**src/rtl/i2c_encoder.sv**
```systemverilog
// i2c_encoder: single-byte I2C master transmitter.
// Drives START, eight data bits MSB-first, one ACK clock with SDA released,
// then STOP, and reports the ACK level sampled from the bus.
// Every bus phase lasts one quarter of an SCL period (CLK_DIV system clocks).
module i2c_encoder #(
    parameter int unsigned CLK_DIV = 4
) (
    input  logic       clk,
    input  logic       rst,
    input  logic       start,
    input  logic [7:0] data_in,
    input  logic       sda_in,
    output logic       scl_out,
    output logic       sda_out,
    output logic       busy,
    output logic       done,
    output logic       ack
);

    typedef enum logic [2:0] {
        S_IDLE,
        S_START,
        S_DATA,
        S_ACK,
        S_STOP
    } state_t;

    localparam logic [7:0] DIV_LAST = 8'(CLK_DIV - 1);

    state_t     state_q;
    logic [7:0] div_q;
    logic [1:0] quarter_q;
    logic [2:0] bit_idx_q;
    logic [7:0] data_q;
    logic       scl_q;
    logic       sda_q;
    logic       busy_q;
    logic       done_q;
    logic       ack_q;
    logic       tick;

    // Last system clock of the current quarter.
    assign tick = (div_q == DIV_LAST);

    // Transfer sequencer: advances one phase per quarter and registers the bus levels for the next phase.
    always_ff @(posedge clk) begin
        if (rst) begin
            state_q   <= S_IDLE;
            div_q     <= '0;
            quarter_q <= '0;
            bit_idx_q <= '0;
            // NOTE: the byte register is reset like every other register so a
            // reset mid-transfer leaves no stale data behind.
            data_q    <= '0;
            scl_q     <= 1'b1;
            sda_q     <= 1'b1;
            busy_q    <= 1'b0;
            done_q    <= 1'b0;
            ack_q     <= 1'b0;
        end else begin
            // NOTE: all state uses <= so every decision below sees pre-edge values,
            // e.g. data_q[bit_idx_q - 1] reads the old index, not the decremented one.
            done_q <= 1'b0;
            if (state_q == S_IDLE) begin
                div_q     <= '0;
                quarter_q <= '0;
                if (start) begin
                    data_q    <= data_in;
                    bit_idx_q <= 3'd7;
                    state_q   <= S_START;
                    busy_q    <= 1'b1;
                    scl_q     <= 1'b1;
                    sda_q     <= 1'b0;
                end
            end else if (!tick) begin
                div_q <= div_q + 8'd1;
            end else begin
                div_q     <= '0;
                quarter_q <= quarter_q + 2'd1;
                case (state_q)
                    S_START: begin
                        if (quarter_q == 2'd0) begin
                            scl_q <= 1'b0;
                        end else begin
                            state_q   <= S_DATA;
                            quarter_q <= '0;
                            scl_q     <= 1'b0;
                            sda_q     <= data_q[bit_idx_q];
                        end
                    end
                    S_DATA: begin
                        case (quarter_q)
                            2'd1: scl_q <= 1'b1;
                            2'd3: begin
                                scl_q <= 1'b0;
                                if (bit_idx_q == 3'd0) begin
                                    state_q <= S_ACK;
                                    sda_q   <= 1'b1;
                                end else begin
                                    bit_idx_q <= bit_idx_q - 3'd1;
                                    sda_q     <= data_q[bit_idx_q - 3'd1];
                                end
                            end
                            default: ;
                        endcase
                    end
                    S_ACK: begin
                        case (quarter_q)
                            2'd1: scl_q <= 1'b1;
                            // Target drives SDA low to acknowledge; sample at the end of the high quarter.
                            2'd2: ack_q <= !sda_in;
                            2'd3: begin
                                state_q <= S_STOP;
                                scl_q   <= 1'b0;
                                sda_q   <= 1'b0;
                            end
                            default: ;
                        endcase
                    end
                    S_STOP: begin
                        case (quarter_q)
                            2'd0: scl_q <= 1'b1;
                            2'd1: sda_q <= 1'b1;
                            default: begin
                                state_q   <= S_IDLE;
                                quarter_q <= '0;
                                busy_q    <= 1'b0;
                                done_q    <= 1'b1;
                            end
                        endcase
                    end
                    default: ;
                endcase
            end
        end
    end

    assign scl_out = scl_q;
    assign sda_out = sda_q;
    assign busy    = busy_q;
    assign done    = done_q;
    assign ack     = ack_q;

endmodule

```
**config.mk**
```make
export PLATFORM = sky130hd
export DESIGN_NAME = i2c_encoder
export DESIGN_NICKNAME = d
export VERILOG_FILES = /design/src/rtl/i2c_encoder.sv
export SDC_FILE = /design/constraint.sdc
export NUM_CORES = 1
export LEC_CHECK = 0
export CAP_MARGIN = 20
export CORE_ASPECT_RATIO = 1.2
export CORE_MARGIN = 5
export CORE_UTILIZATION = 62
export CTS_BUF_LIST = sky130_fd_sc_hd__clkbuf_4 sky130_fd_sc_hd__clkbuf_8 sky130_fd_sc_hd__clkbuf_16
export DETAILED_ROUTE_END_ITERATION = 10
export DONT_BUFFER_PORTS = 1
export PLACE_DENSITY = 0.87
export SLEW_MARGIN = 40
export SYNTH_ARGS = -nofsm -noshare
export SYNTH_HDL_FRONTEND = slang
export SYNTH_SLANG_ARGS = --single-unit
```
**constraint.sdc**
```tcl
create_clock -name clk -period 2.55 [get_ports clk]
set_clock_uncertainty 0.15 [all_clocks]
set_input_delay 0.51 -clock clk [delete_from_list [all_inputs] [get_ports clk]]
set_output_delay 0.51 -clock clk [all_outputs]
set_load 0.1 [all_outputs]
```
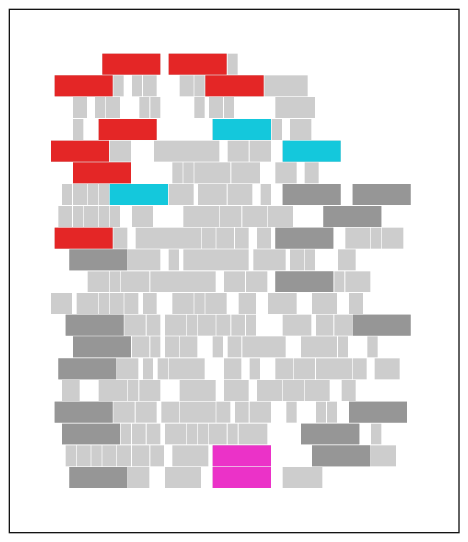
run_1/flops_by_reg.png
Drawn at 8 px/µm.
data_q -> red  # sequential cells 8, where north-west
quarter_q -> magenta  # sequential cells 2
bit_idx_q -> cyan  # sequential cells 3
not colored = 16

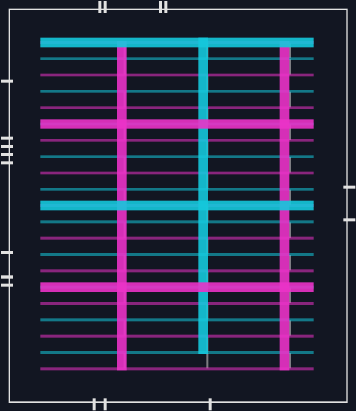
run_1/power_grid.png
Drawn at 6 px/µm. Pins as bars on the die edge. Tap cells in gray.
VDD -> cyan
VSS -> magenta
tap cells = 33
rows = 20
met4 straps = 3

==> results.py, run 1 <==
# Auto-generated metrics
metrics = {
    "clock_network": {
        "worst_setup_hold_path_clk_slew_ns": 0.09,
        "cts_inserted_buffers": 5,
        "cts-hold-fix-buffers": 0,
        "post_cts_buffers": 0,
        "cts_root_buf": "sky130_fd_sc_hd__clkbuf_4",
        "cts-resized-gates": 0,
    },
    "finish": {
        "largest_cell_class": "logic gates",
        "comb_area_um2": 926,
        "signal_buffer_area_fraction_pct": 3.96,
        "n_multi_input_combinational_cell": 136,
        "flop_area_um2": 581,
        "mostFrequentLayoutCells": "29 x sky130_fd_sc_hd__dfxtp_1, 25 x sky130_fd_sc_hd__nand2_1, 17 x sky130_fd_sc_hd__nor2_1, 16 x sky130_fd_sc_hd__a21oi_1",
        "clkbuf_count": 7,
        "inv_count": 5,
        "fin_nets": 206,
        "share_of_post_route_cells_with_drive_strength_above_1_pct": 15.0,
        "inserted_diodes": 0,
    },
    "run": {
        "cap_violations": 0,
    },
    "routing": {
        "finalWirelength_mm": 3.19,
        "route.detailed.wl_per_inst_um": 14.5,
        "via_count": 1332,
        "drt_first_pass_iters": 4,
        "drtAntennaViolNets": 0,
        "first_iter_violations": 47,
    },
    "pwr": {
        "p_int_mw": 0.835,
        "static-leakage-power_nw": 0.645,
        "power_switching_share_pct": 35.2,
        "power.clock.fraction_pct": 24.4,
        "part_of_the_power_in_combinational_logic_pct": 34.0,
        "ir_drop_uv": 537,
        "pwr_density_cell_nw_per_um2": 756,
    },
    "critical_path": {
        "rr_worst_depth": 7,
        "buf_inv_on_cp": 1,
        "cp_data_required_time_ns": 2.62,
        "max_stage_delay_ns": 0.53,
        "worstSetupEndpointType": "flip-flop",
        "reg2reg_setup_slack_ns": 0.32,
        "cp.depth": 7,
        "timing.critical_path.mode_cell": "sky130_fd_sc_hd__o21ai_0",
        "crit_path_max_fanout": 4,
        "worst_setup_path_startpoint": "bit_idx_q[1]",
        "source_of_the_worst_register_to_register_timing_path": "bit_idx_q[1]",
        "worstSetupPathType": "flip-flop to flip-flop",
    },
    "logic_synthesis": {
        "synth-adder-area-share_pct": 6.35,
        "topCombFamilyByArea": "simple AND/OR/NAND/NOR gates",
        "yosysUniqueCellTypes": 43,
        "syn_area_um2": 1580,
        "simple_gate_share_pct": 24.3,
        "yosysSeqAreaShare_pct": 36.8,
        "post_synth_top_area_cell": "sky130_fd_sc_hd__dfxtp_1",
        "synth_flop_count": 29,
        "synth-warning-count": 0,
        "yosys-mux-area-fraction_pct": 8.25,
    },
    "final_timing": {
        "fmax_mhz": 448,
        "timing.max_slew.rel_slack_pct": 64.2,
        "timing_hold_violations_final": 0,
        "period_minus_slack_ns": 2.23,
        "max_slew.worst_pin.slew_ns": 0.536,
        "fin_crit_sh_pct": 87.6,
        "final-max-slew-violation-count": 0,
    },
    "placement": {
        "routabilityCongestion": 0.815,
        "buffer_ports.inserted": 0,
    },
    "floorplan": {
        "chipWidth_um": 56.0,
        "core_area_um2": 2480,
        "count_of_boundary_i_o_pins": 17,
        "die_height_um": 65.2,
    },
    "min_path": {
        "whs_endpoint": "data_q[4]",
        "worst_hold_startpoint": "rst",
    },
    "global_route": {
        "first_pass_grt_wire_length_mm": 5.75,
        "gr-usage-met2_pct": 34.2,
        "antenna_found_initial": 0,
        "pin_count_of_the_biggest_net_entering_global_routing": 21,
        "grt_util_met3_pct": 6.48,
        "use_met1_pct": 22.1,
    },
    "run_status": {
        "run_status": "finished, final reports clean",
    },
}
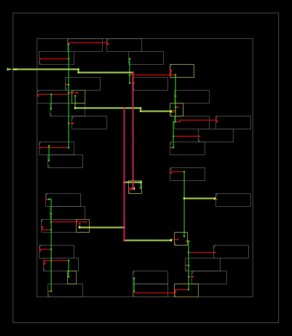
run_1/clocks.png
Clock net power: 0.314 mW
number of sinks driven by the clock tree: 29
Skew-Pair Late Insertion Delay: 0.32 ns

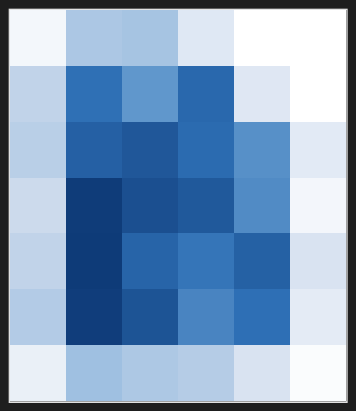
run_1/cell_density.png
Drawn at 6 px/µm. The die is cut into 6 by 7 equal tiles; white is low, dark blue is high, 0 to 100% covered.
emptiest ninth of the die = north-east
mean over tiles = 46%
fullest tile = 96%
tiles over 75% full = 29%
densest ninth of the die = center
nearly empty tiles = 7.1%

==> run 1: logic make-up after synthesis <==
logic type      after synthesis
simple gates                 73
mux                           8
flops                        29
xor+xnor                      7
fa+ha+maj                     8
compound gates               40
buf+inv                      16
==> run 1: cell usage after synthesis, drive strengths merged <==
library cell,instances
o41ai,1
a21oi,16
nor3,2
o22ai,2
nand3,6
a41o,1
a21o,1
xnor2,4
nor4b,2
a311oi,2
dfxtp,29
xor2,3
ha,8
o311a,1
buf,4
nor2,17
or2b,1
o31ai,1
nand2b,2
a41oi,1
or3,2
mux4,4
clkbuf,7
or4,1
nor4,1
o21ai,9
inv,5
nor2b,3
mux2i,4
and3,5
nor3b,3
a211oi,5
and2,2
nand2,25
nand4,1
==> run 1: stage by stage <==
step / util [%] / hold slack, ns / setup slack [ns] / cell area (µm²) / power (mW)
after floorplan: - / 0.276 / 0.201 / 1580 / 0.898
after global placement: 66.0 / 0.297 / 0.414 / 1630 / 0.959
after detailed placement: 66.0 / 0.306 / 0.343 / 1630 / 0.979
after CTS: 68.8 / 0.0815 / 0.324 / 1700 / 1.29
after global routing: 68.8 / 0.0655 / 0.0915 / 1700 / 1.38
final: 68.8 / 0.0950 / 0.315 / 1700 / 1.29
==> run 1: power by group through the flow <==
| stage | combinational (mW) | sequential [mW] | clock [mW] |
|---|---|---|---|
| 4_1_cts | 0.438 | 0.535 | 0.320 |
| 6_report | 0.438 | 0.536 | 0.314 |
| 2_1_floorplan | 0.311 | 0.587 | 0 |
| 3_3_place_gp | 0.418 | 0.541 | 0 |
| 3_5_place_dp | 0.433 | 0.546 | 0 |
| 5_1_grt | 0.486 | 0.543 | 0.353 |
==> run 2: changes to the inputs <==
Settings changed: GPL_ROUTABILITY_DRIVEN set to 0.
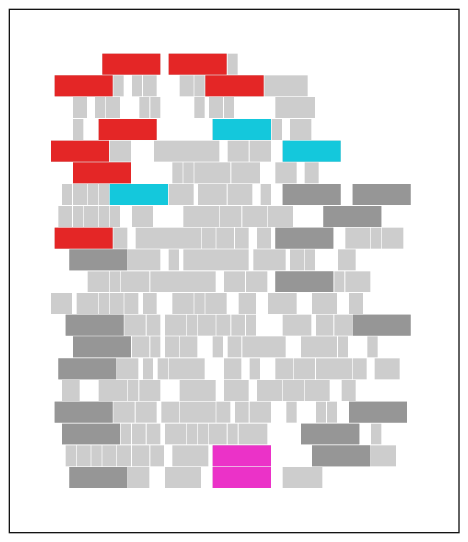
run_2/flops_by_reg.png
Drawn at 8 px/µm.
quarter_q -> magenta  # sequential cells 2
bit_idx_q -> cyan  # sequential cells 3
data_q -> red  # sequential cells 8, where north-west

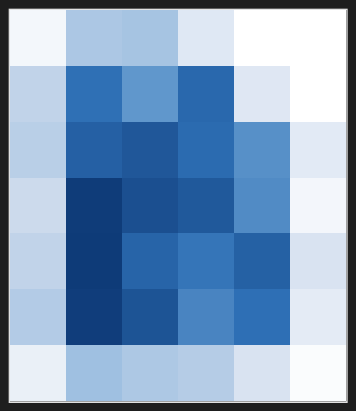
run_2/cell_density.png
Drawn at 6 px/µm. The die is cut into 6 by 7 equal tiles; white is low, dark blue is high, 0 to 100% covered.
fullest tile = 96%
densest ninth of the die = center
tiles over 75% full = 29%

==> run 2 against run 1 <==
Clock power hardly changed. Die area is the same. Via count is the same. Non-clock buffer count unchanged. Worst setup slack unchanged. Flip-flop count unchanged. Critical path depth did not move. Wire length is the same. Critical endpoint unchanged. Highest routed layer unchanged.
==> results.py, run 2 <==
# Auto-generated metrics
metrics = {
    "run_status": {
        "run_status": "finished, final reports clean",
    },
    "pwr": {
        "clock_net_power_mw": 0.314,
        "seq_power_share_pct": 41.6,
        "ir_drop_uv": 537,
        "total_combinational_power_mw": 0.438,
        "power-top-group": "registers",
        "pwr_density_cell_nw_per_um2": 756,
        "powerSeq_mw": 0.536,
        "p_int_mw": 0.835,
        "power.clock.fraction_pct": 24.4,
        "part_of_the_power_in_combinational_logic_pct": 34.0,
        "power_switching_share_pct": 35.2,
        "static-leakage-power_nw": 0.645,
    },
    "routing": {
        "via_count": 1332,
        "route.detailed.wl_per_inst_um": 14.5,
        "drc": 0,
        "drt_first_pass_iters": 4,
        "first_iter_violations": 47,
        "finalWirelength_mm": 3.19,
        "drtAntennaViolNets": 0,
    },
    "floorplan": {
        "core_area_um2": 2480,
        "die_height_um": 65.2,
        "count_of_boundary_i_o_pins": 17,
        "chip_area_um2": 3660,
        "chipWidth_um": 56.0,
    },
    "critical_path": {
        "worstSetupEndpointType": "flip-flop",
        "worst_setup_path_start_kind": "flip-flop",
        "buf_inv_on_cp": 1,
        "crit_path_max_fanout": 4,
        "timing.critical_path.slowest_stage_cell": "sky130_fd_sc_hd__mux4_2",
        "cp_data_required_time_ns": 2.62,
        "worst_setup_path_startpoint": "bit_idx_q[1]",
        "max_stage_delay_ns": 0.53,
        "timing.critical_path.mode_cell": "sky130_fd_sc_hd__o21ai_0",
        "source_of_the_worst_register_to_register_timing_path": "bit_idx_q[1]",
        "worstSetupPathType": "flip-flop to flip-flop",
        "worst_path_dominant_cell_family": "multiplexers",
        "timing.critical_path.cells": "inv_1, ha_1, mux4_2, nor4b_1, a211oi_1, o21ai_0, o21ai_0",
    },
    "finish": {
        "comb_area_um2": 926,
        "mostFrequentLayoutCells": "29 x sky130_fd_sc_hd__dfxtp_1, 25 x sky130_fd_sc_hd__nand2_1, 17 x sky130_fd_sc_hd__nor2_1, 16 x sky130_fd_sc_hd__a21oi_1",
        "flop_area_um2": 581,
        "most_frequent_logic_cell_in_the_layout": "sky130_fd_sc_hd__dfxtp_1",
        "post_layout_nonfiller_instances": 220,
        "share_of_post_route_cells_with_drive_strength_above_1_pct": 15.0,
        "inserted_diodes": 0,
        "fin_nets": 206,
    },
    "global_route": {
        "grt_util_met3_pct": 6.48,
        "grt_most_used_layer": "met2",
        "pin_count_of_the_biggest_net_entering_global_routing": 21,
        "antenna_found_initial": 0,
        "gr-usage-met2_pct": 34.2,
        "globalRouteTotalUtil_pct": 19.9,
        "first_pass_grt_wire_length_mm": 5.75,
        "use_met1_pct": 22.1,
    },
    "min_path": {
        "worst_hold_startpoint": "rst",
        "min-delay-path-class": "input pin to flip-flop",
    },
    "logic_synthesis": {
        "postSynth.asyncResetShare_pct": 0,
        "post_synth_top_area_cell": "sky130_fd_sc_hd__dfxtp_1",
        "number_of_enable_flip_flop_cells": 0,
        "synth-warning-count": 0,
        "synth-adder-area-share_pct": 6.35,
        "synth_flop_count": 29,
        "yosysUniqueCellTypes": 43,
        "aoi_share_pct": 16.0,
        "yosys-mux-area-fraction_pct": 8.25,
        "synth_area_per_cell_um2": 8.71,
        "ys_cells": 181,
        "top_cells_by_area": "sky130_fd_sc_hd__dfxtp_1 37%, sky130_fd_sc_hd__ha_1 6.3%, sky130_fd_sc_hd__nand2_1 6.0%",
        "postSynth.topFlopCell": "sky130_fd_sc_hd__dfxtp_1",
        "yosysSeqAreaShare_pct": 36.8,
        "yosysMostFrequentCell": "sky130_fd_sc_hd__dfxtp_1",
        "topCombFamilyByArea": "simple AND/OR/NAND/NOR gates",
        "simple_gate_share_pct": 24.3,
        "netlist_top_cells_count": "29 x sky130_fd_sc_hd__dfxtp_1, 25 x sky130_fd_sc_hd__nand2_1, 17 x sky130_fd_sc_hd__nor2_1",
        "chip_area_in_the_yosys_report_um2": 1580,
        "syn_area_um2": 1580,
    },
    "clock_network": {
        "cts_root_buf": "sky130_fd_sc_hd__clkbuf_4",
        "worst_setup_hold_path_clk_slew_ns": 0.09,
        "cts-hold-fix-buffers": 0,
        "tritoncts_num_sinks": 29,
        "post_cts_buffers": 0,
        "cts-resized-gates": 0,
        "tritoncts": "built",
        "clk_latency_ns": 0.32,
        "cts_inserted_buffers": 5,
    },
    "final_timing": {
        "fin_crit_sh_pct": 87.6,
        "fin_setup_tns_ns": 0,
        "timing.max_slew.rel_slack_pct": 64.2,
        "fmax_mhz": 448,
        "timing_hold_violations_final": 0,
        "final-max-slew-violation-count": 0,
        "period_minus_slack_ns": 2.23,
        "max_slew.worst_pin.slew_ns": 0.536,
    },
    "run": {
        "log.warning_count": 31,
        "cap_violations": 0,
    },
    "placement": {
        "dp_cell_count": 212,
        "buffer_ports.inserted": 0,
    },
}
-- run 2: final cells by class --
| type | instances | share of cell area (%) |
|---|---|---|
| flip-flops and latches | 29 | 34.1 |
| repair buffers | 9 | 3.96 |
| inverters | 5 | 1.10 |
| multi-input cells | 136 | 54.3 |
| clock buffers | 7 | 3.82 |
| clock inverters | 1 | 0.294 |
| well taps | 33 | 2.42 |
-- run 2: per-stage QoR --
step	total power [mW]	hold slack (ns)	util [%]	setup slack, ns	area [µm²]
after floorplan	0.898	0.276	-	0.201	1580
after global placement	0.959	0.297	66.0	0.414	1630
after detailed placement	0.979	0.306	66.0	0.343	1630
after CTS	1.29	0.0815	68.8	0.324	1700
after global routing	1.38	0.0655	68.8	0.0915	1700
final	1.29	0.0950	68.8	0.315	1700
-- run 2: routing by layer --
layer  up-vias  share of wire (%)
met4         0                2.4
met2        39                 50
met1       630                 41
met3        10                6.1
met5         -                  0
li1        653                  -
-- run 2: worst register-to-register path, cell delays in order, from the launching register on --
cell and delay [ns]:
sky130_fd_sc_hd__dfxtp_1 0.39, sky130_fd_sc_hd__inv_1 0.08, sky130_fd_sc_hd__ha_1 0.36, sky130_fd_sc_hd__mux4_2 0.53, sky130_fd_sc_hd__nor4b_1 0.30, sky130_fd_sc_hd__a211oi_1 0.08
sky130_fd_sc_hd__o21ai_0 0.15, sky130_fd_sc_hd__o21ai_0 0.08
-- run 2: path summary, 6_finish.rpt --
| check | to | slack, ns | depth (start not counted) |
|---|---|---|---|
| worst max-delay path | sda_out | 0.32 | 7 |
| worst min-delay path | data_q[4] | 0.1 | 1 |
| worst max register to register | sda_out | 0.32 | 7 |
| worst min register to register | div_q[0] | 0.32 | 1 |
==> run 3: changes to the inputs <==
Settings changed: CTS_CLUSTER_DIAMETER set to 50.
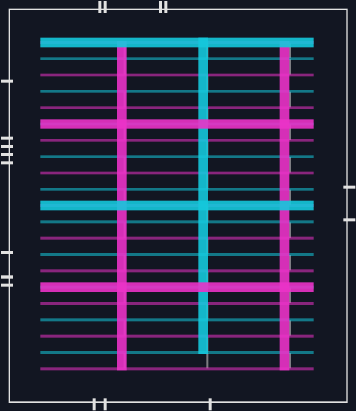
run_3/power_grid.png
Drawn at 6 px/µm. Pins as bars on the die edge. Tap cells in gray.
VSS -> magenta
VDD -> cyan
met4 straps = 3
tap cells = 33
signal pins = 17
met1 rails = 21

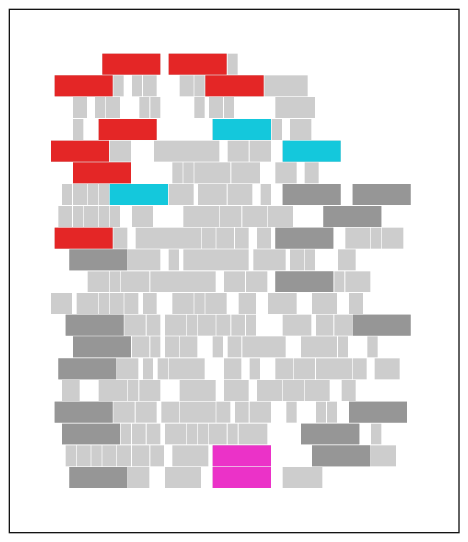
run_3/flops_by_reg.png
Drawn at 8 px/µm.
bit_idx_q -> cyan  # sequential cells 3
data_q -> red  # sequential cells 8, where north-west
quarter_q -> magenta  # sequential cells 2

==> run 3 against run 2 <==
Design area did not move. Critical path type unchanged. Sequential share of layout area unchanged. Global-route usage is the same. Register-to-register slack about the same. Non-clock buffer count did not move. Clock-buffer cell count unchanged. First-iteration DRC count unchanged. Worst setup slack did not move.
==> results.py, run 3 <==
# Auto-generated metrics
metrics = {
    "logic_synthesis": {
        "synth_area_per_cell_um2": 8.71,
        "yosys-mux-area-fraction_pct": 8.25,
        "xors_xnors_by_area_pct": 3.89,
        "postSynth.asyncResetShare_pct": 0,
        "synth_flop_count": 29,
        "synth-adder-area-share_pct": 6.35,
        "top_cells_by_area": "sky130_fd_sc_hd__dfxtp_1 37%, sky130_fd_sc_hd__ha_1 6.3%, sky130_fd_sc_hd__nand2_1 6.0%",
        "number_of_enable_flip_flop_cells": 0,
        "post_synth_top_area_cell": "sky130_fd_sc_hd__dfxtp_1",
        "postSynth.topFlopCell": "sky130_fd_sc_hd__dfxtp_1",
        "netlist_top_cells_count": "29 x sky130_fd_sc_hd__dfxtp_1, 25 x sky130_fd_sc_hd__nand2_1, 17 x sky130_fd_sc_hd__nor2_1",
        "yosys.area.top_type_share_pct": 36.8,
        "yosysSeqAreaShare_pct": 36.8,
        "yosysUniqueCellTypes": 43,
        "synthCells": 181,
        "aoi_share_pct": 16.0,
        "topCombFamilyByArea": "simple AND/OR/NAND/NOR gates",
        "simple_gate_share_pct": 24.3,
        "syn_nets": 201,
        "ys_cells": 181,
        "chip_area_in_the_yosys_report_um2": 1580,
        "yosysMostFrequentCell": "sky130_fd_sc_hd__dfxtp_1",
        "synth-warning-count": 0,
        "syn_area_um2": 1580,
    },
    "final_timing": {
        "period_minus_slack_ns": 2.23,
        "fin_setup_tns_ns": 0,
        "grt_setup_unrepaired": "no",
        "setup_viol": 0,
        "timing_hold_violations_final": 0,
        "max_slew.worst_pin.slew_ns": 0.536,
        "timing.max_slew.rel_slack_pct": 64.2,
        "final-max-slew-violation-count": 0,
        "fmax_mhz": 448,
        "fin_crit_sh_pct": 87.6,
    },
    "global_route": {
        "vias_in_the_first_global_route": 1295,
        "globalRouteTotalUtil_pct": 19.9,
        "antenna_found_initial": 0,
        "first_pass_grt_wire_length_mm": 5.75,
        "globalRouteOverflowTotal": 0,
        "pin_count_of_the_biggest_net_entering_global_routing": 21,
    },
    "critical_path": {
        "worstSetupEndpointType": "flip-flop",
        "timing.critical_path.cells": "inv_1, ha_1, mux4_2, nor4b_1, a211oi_1, o21ai_0, o21ai_0",
        "worst_setup_path_start_kind": "flip-flop",
        "timing.critical_path.mode_cell": "sky130_fd_sc_hd__o21ai_0",
        "worst_path_dominant_cell_family": "multiplexers",
        "worstSetupPathType": "flip-flop to flip-flop",
        "cp_data_required_time_ns": 2.62,
        "worst_ep_arrival_time_ns": 2.30,
        "crit_path_max_fanout": 4,
        "buf_inv_on_cp": 1,
        "timing.critical_path.slowest_stage_cell": "sky130_fd_sc_hd__mux4_2",
        "max_stage_delay_ns": 0.53,
        "reg2reg_setup_slack_ns": 0.32,
    },
    "finish": {
        "share_of_post_route_cells_with_drive_strength_above_1_pct": 15.0,
        "largest_registers": "data_q x8, div_q x8",
        "inserted_diodes": 0,
        "most_frequent_logic_cell_in_the_layout": "sky130_fd_sc_hd__dfxtp_1",
        "fin_nets": 206,
        "areaGrowthSynthToFinish_pct": 8.09,
        "mostFrequentLayoutCells": "29 x sky130_fd_sc_hd__dfxtp_1, 25 x sky130_fd_sc_hd__nand2_1, 17 x sky130_fd_sc_hd__nor2_1, 16 x sky130_fd_sc_hd__a21oi_1",
    },
    "clock_network": {
        "clockBufferDepth": 2,
        "post_cts_buffers": 0,
        "cts-resized-gates": 0,
        "clk_latency_ns": 0.32,
        "htreeDepth": 2,
        "cts_inserted_buffers": 5,
        "cts_root_buf": "sky130_fd_sc_hd__clkbuf_4",
        "tritoncts": "built",
        "tritoncts_num_sinks": 29,
        "cts-hold-fix-buffers": 0,
        "worst_setup_hold_path_clk_slew_ns": 0.09,
    },
    "run": {
        "log.warning_count": 31,
        "cap_violations": 0,
    },
    "routing": {
        "finalWirelength_mm": 3.19,
        "drt_first_pass_iters": 4,
        "drtAntennaViolNets": 0,
        "routed_via_density": 6.05,
        "drc": 0,
        "first_iter_violations": 47,
        "route.detailed.wl_per_inst_um": 14.5,
        "via_count": 1332,
    },
    "pwr": {
        "static-leakage-power_nw": 0.645,
        "post-layout-total-power_mw": 1.29,
        "power_switching_share_pct": 35.2,
        "seq_power_share_pct": 41.6,
        "net-switching-power_mw": 0.453,
        "ir_drop_uv": 537,
        "p_int_mw": 0.835,
        "power.clock.fraction_pct": 24.4,
        "pwr_density_cell_nw_per_um2": 756,
        "part_of_the_power_in_combinational_logic_pct": 34.0,
    },
    "floorplan": {
        "chip_area_um2": 3660,
        "core_area_um2": 2480,
        "core_util_floorplan_pct": 63.6,
        "chipWidth_um": 56.0,
        "count_of_boundary_i_o_pins": 17,
        "die_height_um": 65.2,
        "standard_cell_row_count": 20,
    },
    "placement": {
        "buffer_ports.inserted": 0,
        "dp.final_hpwl_mm": 2.37,
    },
    "run_status": {
        "run_status": "finished, final reports clean",
    },
    "min_path": {
        "min-delay-path-class": "input pin to flip-flop",
    },
}
==> run 3: worst paths after layout <==
check | cells after the start | from | to
setup / recovery | 7 | bit_idx_q[1] | sda_out
hold / removal | 1 | rst | data_q[4]
setup reg to reg | 7 | bit_idx_q[1] | sda_out
hold reg to reg | 1 | div_q[0] | div_q[0]
==> run 3: through the flow <==
step           setup WS [ns]  area (µm²)  utilization, %  hold WS [ns]  cells
3_5_place_dp           0.343        1630            66.0         0.306    212
3_3_place_gp           0.414        1630            66.0         0.297    212
2_1_floorplan          0.201        1580               -         0.276    181
5_1_grt               0.0915        1700            68.8        0.0655    220
4_1_cts                0.324        1700            68.8        0.0815    220
6_report               0.315        1700            68.8        0.0950    220
==> run 3: final cells by class <==
cell class | instances | area (µm²)
clock buffers | 7 | 65.1
clock inverters | 1 | 5.00
fillers | 192 | 773
inverters | 5 | 18.8
multi-input cells | 136 | 926
flip-flops and latches | 29 | 581
well taps | 33 | 41.3
repair buffers | 9 | 67.6
==> run 3: power groups by stage <==
stage | clock, mW | sequential, mW | combinational, mW
2_1_floorplan | 0 | 0.587 | 0.311
3_3_place_gp | 0 | 0.541 | 0.418
3_5_place_dp | 0 | 0.546 | 0.433
4_1_cts | 0.320 | 0.535 | 0.438
5_1_grt | 0.353 | 0.543 | 0.486
6_report | 0.314 | 0.536 | 0.438
==> run 3: per-layer routing <==
metal / wire length [µm] / up-vias / part of all wire (%) / track usage (%)
met5: 0 / - / 0 / 0
met2: 1610 / 39 / 50 / 34.2
li1: - / 653 / - / -
met3: 194 / 10 / 6.1 / 6.48
met1: 1310 / 630 / 41 / 22.1
met4: 76 / 0 / 2.4 / 9.50
No activity file was given, so power comes from the tool's default toggle rates.
